`config.mk`:
```
export PLATFORM = sky130hd
export DESIGN_NAME = mips_registers_param
export DESIGN_NICKNAME = d
export VERILOG_FILES = /design/src/rtl/mips_regs_pkg.sv /design/src/rtl/mips_regs_read_mux.sv /design/src/rtl/mips_registers_param.sv
export SDC_FILE = /design/constraint.sdc
export NUM_CORES = 2
export LEC_CHECK = 0
export CORE_MARGIN = 2
export CORE_UTILIZATION = 35
export CTS_BUF_LIST = sky130_fd_sc_hd__clkbuf_4 sky130_fd_sc_hd__clkbuf_8 sky130_fd_sc_hd__clkbuf_16
export DETAILED_ROUTE_END_ITERATION = 16
export PLACE_DENSITY = 0.54
export SKIP_CTS_REPAIR_TIMING = 1
export SYNTH_ARGS = -nofsm -noshare
export SYNTH_HDL_FRONTEND = slang
export SYNTH_SLANG_ARGS = --single-unit
```
`constraint.sdc`:
```
create_clock -name clk -period 5.34 [get_ports clk]
set_clock_uncertainty 0.1 [all_clocks]
set_input_delay 1.335 -clock clk [delete_from_list [all_inputs] [get_ports clk]]
set_output_delay 1.335 -clock clk [all_outputs]
set_load 0.02 [all_outputs]
```
`src/rtl/mips_regs_pkg.sv`:
```
// mips_regs_pkg
//   Shared constants for the dual-write-port MIPS register file:
//   default data/address widths and the clear-FSM state encoding.
package mips_regs_pkg;

    localparam int DEF_DATA_WIDTH = 32;
    localparam int DEF_ADDR_WIDTH = 5;

    // Clear-engine state encoding
    localparam logic [0:0] ST_CLEAR = 1'b0;
    localparam logic [0:0] ST_READY = 1'b1;

endpackage

```
`src/rtl/mips_regs_read_mux.sv`:
```
// mips_regs_read_mux
//   Per-port read select for the register file, in priority order:
//   clearing -> 0, hardwired zero register -> 0, port-2 bypass,
//   port-1 bypass, stored entry.
// Ports:
//   i_in_clear  file is being scrubbed; read returns 0
//   i_addr      read address
//   i_mem_data  stored entry at i_addr
//   i_commit_k  port-k write will commit at the coming edge
//   i_waddr_k   port-k write address
//   i_wdata_k   port-k write data
//   o_data      selected read data
module mips_regs_read_mux
    import mips_regs_pkg::*;
#(
    parameter int DATA_WIDTH = DEF_DATA_WIDTH,
    parameter int ADDR_WIDTH = DEF_ADDR_WIDTH,
    parameter int ZERO_REG   = 1,
    parameter int BYPASS     = 1
) (
    input  logic                  i_in_clear,
    input  logic [ADDR_WIDTH-1:0] i_addr,
    input  logic [DATA_WIDTH-1:0] i_mem_data,
    input  logic                  i_commit_1,
    input  logic [ADDR_WIDTH-1:0] i_waddr_1,
    input  logic [DATA_WIDTH-1:0] i_wdata_1,
    input  logic                  i_commit_2,
    input  logic [ADDR_WIDTH-1:0] i_waddr_2,
    input  logic [DATA_WIDTH-1:0] i_wdata_2,
    output logic [DATA_WIDTH-1:0] o_data
);

    always_comb begin
        o_data = i_mem_data;
        if (i_in_clear) begin
            o_data = '0;
        end else if ((ZERO_REG != 0) && (i_addr == '0)) begin
            o_data = '0;
        end else if ((BYPASS != 0) && i_commit_2 && (i_waddr_2 == i_addr)) begin
            // Port 2 is the younger instruction, so its data wins
            o_data = i_wdata_2;
        end else if ((BYPASS != 0) && i_commit_1 && (i_waddr_1 == i_addr)) begin
            o_data = i_wdata_1;
        end
    end

endmodule

```
`src/rtl/mips_registers_param.sv`:
```
// mips_registers_param
//   Parametrised dual-write / dual-read register file for the dual-issue
//   datapath. Two combinational read ports with optional write bypass,
//   two synchronous write ports (port 2 has priority), optional
//   hardwired-zero entry 0, and a sequential scrub engine that clears
//   every entry after reset or on clear_req, gating reads/writes until
//   ready is high.
// Ports:
//   clk, reset                  clock, synchronous active-high reset
//   clear_req                   request full scrub (honoured when ready)
//   signal_reg_write_k          write enable, port k (k=1,2)
//   write_reg_k / write_data_k  write address / data, port k
//   read_reg_k / read_data_k    read address / combinational read data
//   ready                       file valid; writes accepted
module mips_registers_param
    import mips_regs_pkg::*;
#(
    parameter int DATA_WIDTH = DEF_DATA_WIDTH,
    parameter int ADDR_WIDTH = DEF_ADDR_WIDTH,
    parameter int ZERO_REG   = 1,
    parameter int BYPASS     = 1
) (
    input  logic                  clk,
    input  logic                  reset,
    input  logic                  clear_req,
    input  logic                  signal_reg_write_1,
    input  logic [ADDR_WIDTH-1:0] write_reg_1,
    input  logic [DATA_WIDTH-1:0] write_data_1,
    input  logic                  signal_reg_write_2,
    input  logic [ADDR_WIDTH-1:0] write_reg_2,
    input  logic [DATA_WIDTH-1:0] write_data_2,
    input  logic [ADDR_WIDTH-1:0] read_reg_1,
    input  logic [ADDR_WIDTH-1:0] read_reg_2,
    output logic [DATA_WIDTH-1:0] read_data_1,
    output logic [DATA_WIDTH-1:0] read_data_2,
    output logic                  ready
);

    localparam int DEPTH = 1 << ADDR_WIDTH;

    logic [DATA_WIDTH-1:0] r_mem [DEPTH];
    logic [0:0]            r_state;
    logic [ADDR_WIDTH-1:0] r_clear_ptr;
    logic                  r_ready;

    logic                  w_in_clear;
    logic                  w_commit_1;
    logic                  w_commit_2;
    logic [DATA_WIDTH-1:0] w_mem_rd_1;
    logic [DATA_WIDTH-1:0] w_mem_rd_2;

    assign w_in_clear = (r_state == ST_CLEAR);

    // A write commits only in READY without a concurrent scrub request and
    // when it does not target a hardwired-zero entry 0. The same qualifier
    // gates bypass so reads never forward data that will be dropped.
    assign w_commit_1 = !w_in_clear && !clear_req && signal_reg_write_1 &&
                        !((ZERO_REG != 0) && (write_reg_1 == '0));
    assign w_commit_2 = !w_in_clear && !clear_req && signal_reg_write_2 &&
                        !((ZERO_REG != 0) && (write_reg_2 == '0));

    assign w_mem_rd_1 = r_mem[read_reg_1];
    assign w_mem_rd_2 = r_mem[read_reg_2];
    assign ready      = r_ready;

    // Clear-engine FSM
    always_ff @(posedge clk) begin
        if (reset) begin
            r_state     <= ST_CLEAR;
            r_clear_ptr <= '0;
            r_ready     <= 1'b0;
        end else if (r_state == ST_CLEAR) begin
            r_clear_ptr <= r_clear_ptr + 1'b1;
            if (r_clear_ptr == '1) begin
                r_state     <= ST_READY;
                r_ready     <= 1'b1;
                r_clear_ptr <= '0;
            end
        end else if (clear_req) begin
            r_state     <= ST_CLEAR;
            r_clear_ptr <= '0;
            r_ready     <= 1'b0;
        end
    end

    // Storage: scrub writes in CLEAR, port writes in READY. Port 2 is
    // assigned last so it wins on an address collision.
    always_ff @(posedge clk) begin
        if (!reset) begin
            if (w_in_clear) begin
                r_mem[r_clear_ptr] <= '0;
            end else begin
                if (w_commit_1) begin
                    r_mem[write_reg_1] <= write_data_1;
                end
                if (w_commit_2) begin
                    r_mem[write_reg_2] <= write_data_2;
                end
            end
        end
    end

    mips_regs_read_mux #(
        .DATA_WIDTH (DATA_WIDTH),
        .ADDR_WIDTH (ADDR_WIDTH),
        .ZERO_REG   (ZERO_REG),
        .BYPASS     (BYPASS)
    ) u_read_mux_1 (
        .i_in_clear (w_in_clear),
        .i_addr     (read_reg_1),
        .i_mem_data (w_mem_rd_1),
        .i_commit_1 (w_commit_1),
        .i_waddr_1  (write_reg_1),
        .i_wdata_1  (write_data_1),
        .i_commit_2 (w_commit_2),
        .i_waddr_2  (write_reg_2),
        .i_wdata_2  (write_data_2),
        .o_data     (read_data_1)
    );

    mips_regs_read_mux #(
        .DATA_WIDTH (DATA_WIDTH),
        .ADDR_WIDTH (ADDR_WIDTH),
        .ZERO_REG   (ZERO_REG),
        .BYPASS     (BYPASS)
    ) u_read_mux_2 (
        .i_in_clear (w_in_clear),
        .i_addr     (read_reg_2),
        .i_mem_data (w_mem_rd_2),
        .i_commit_1 (w_commit_1),
        .i_waddr_1  (write_reg_1),
        .i_wdata_1  (write_data_1),
        .i_commit_2 (w_commit_2),
        .i_waddr_2  (write_reg_2),
        .i_wdata_2  (write_data_2),
        .o_data     (read_data_2)
    );

endmodule

```
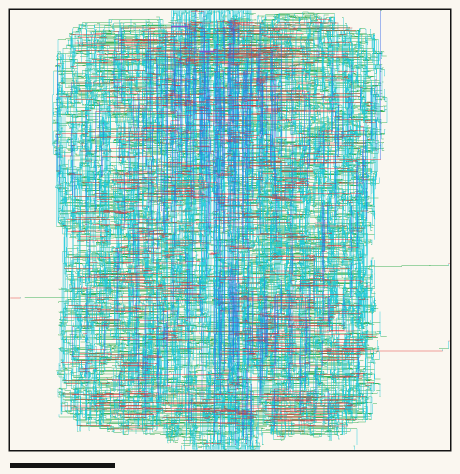
Figure 1: signal wires by layer.
The bar under the picture is 100 um long.
color	layer	wire length
red	M3	21.6 mm
cyan	M2	114 mm
green	M1	88.0 mm
purple	M5	28.5 um
blue	M4	16,600 um
mean routed wirelength per cell: 30.9 um
Via Count: 47,007
GR Util All Layers: 0.269
Total Routed Length: 240 mm

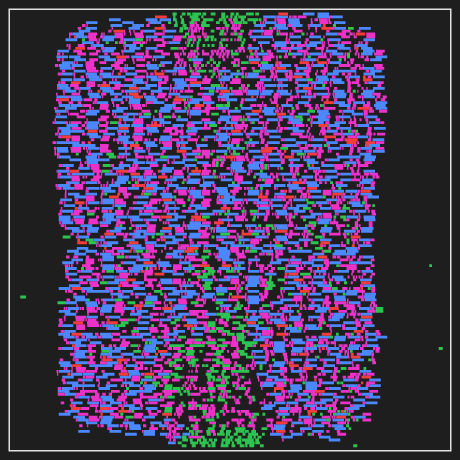
Figure 2: cells colored by class.
color	class	cells	share of their area
green	remaining buffers and delay cells	644	10%
magenta	remaining logic cells	3,657	40%
blue	registers	1,031	45%
red	clock drivers and dummy loads	204	5.3%

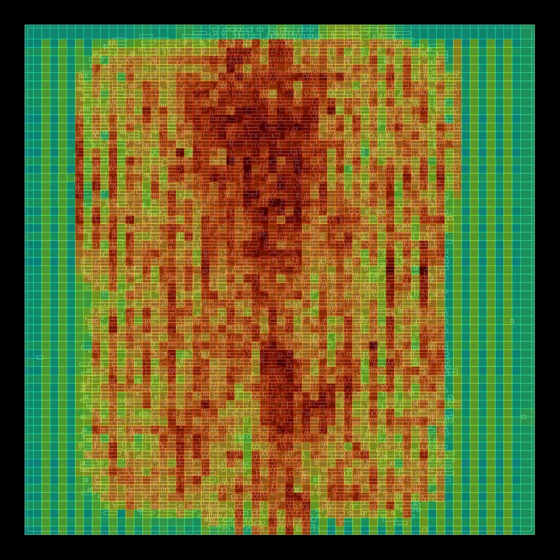
Figure 3: routing congestion.
met1 global-route usage: 0.328
met3 usage: 0.0509
Top Usage Layer GRT: met2
met2 Track Usage GR: 0.444
share of the core filled with cells: 0.419

==> notes.md <==
Status on the layout run. The floorplan report lists the tap cell count as 2,233. The synthesized netlist occupies a cell area of 60,200 um^2. The worst setup path is of the in2out kind. The initialized floorplan defines 152 standard-cell rows. Number of failing hold endpoints at the final stage landed at 0. The synthesized netlist was found by Yosys to have 5,342 cells.

The number of placed instances, taps included, is 7,558. Count of antenna-violating nets left after detailed routing landed at 0. The flow ran to the end, and the final reports show no timing, DRC or antenna violations. Switching power summed over all nets landed at 4.57 mW.

Counting flops per register, the top entry is r_mem. TritonCTS created 110 clock buffers. Synthesis-stage register bit count landed at 1,031. Static leakage landed at 24.4 nW. The cell count after synthesis came out at 5,342. Per the timing report, the most critical flop-to-flop path finishes at r_mem[1][21]$_DFFE_PP_. Registers represent a cell area share of 0.430.

Wire length on met2 landed at 114 mm. Clock slew seen by the registers of the worst setup and hold paths landed at 0.06 ns. The first TritonRoute pass finished after 6 iterations. In the power breakdown, the biggest contributor is sequential cells. The largest registers in the layout are r_mem (1024), r_clear_ptr (5). Of the post-synthesis cell area, the dominant cell type holds 0.511.

Total of max-cap violations landed at 0. For this run, combinational gates with multiple inputs come to 3,620. By count the netlist is led by nand2_1, o21ai_0, edfxtp_1, clkbuf_1, mux4_2. Signal nets in the final route climb as high as met5. In this run, power in flip-flops and latches comes to 8.84 mW. STA classifies the critical path endpoint as an output port. Part of the power in registers landed at 0.470. 2 antenna diodes ended up in the layout.

Yosys reported that registers with async set or reset make up 0. Chip area in the Yosys report landed at 60,200 um^2. Of the total standard cell area in the layout, the multi-input combinational portion is 0.380. The number of cells on the worst reg-to-reg path is 8.

For this design the top-level I/O count stands at 154. After layout, the inverter instance count without clock inverters stands at 37. The worst setup path is launched from an input pin. Sequential cell count landed at 1,031. The register with the most flip-flops in the layout has 1,024 of them. Headroom to the max-slew limit came out at 0.358. Note that the worst hold path type here is reg2reg. In the power breakdown, the internal column shows 14.2 mW. Layout overhead on the synthesized area landed at 19.3%. Of the synthesized area, sequential elements account for 0.513. The share of total power dissipated in combinational logic is 0.111.

No sink is reached through more buffers than the 3 on the longest clock path. Per the timing report, the biggest fanout along the worst path comes to 17. In this run, the synthesized area fraction spent on AND-OR/OR-AND gates is recorded as 0.137. Per the timing report, the most critical flop-to-flop path originates at r_state$_SDFF_PP0_. For the pin with the worst max-slew slack, the measured transition is 0.961 ns. The number of cells on the worst hold path is listed as 2.

Fraction of synthesized area in multiplexers landed at 0.199. The share of total power dissipated in the clock network is 0.419. In the layout the commonest cells are nand2_1, o21ai_0, edfxtp_1, mux4_2, buf_4.

Filler cell count landed at 15,772. The tightest hold path in the finished design has a slack of 0.396 ns. Counting the warning lines in the Yosys log gives 0.
No activity file was given, so power comes from the tool's default toggle rates.
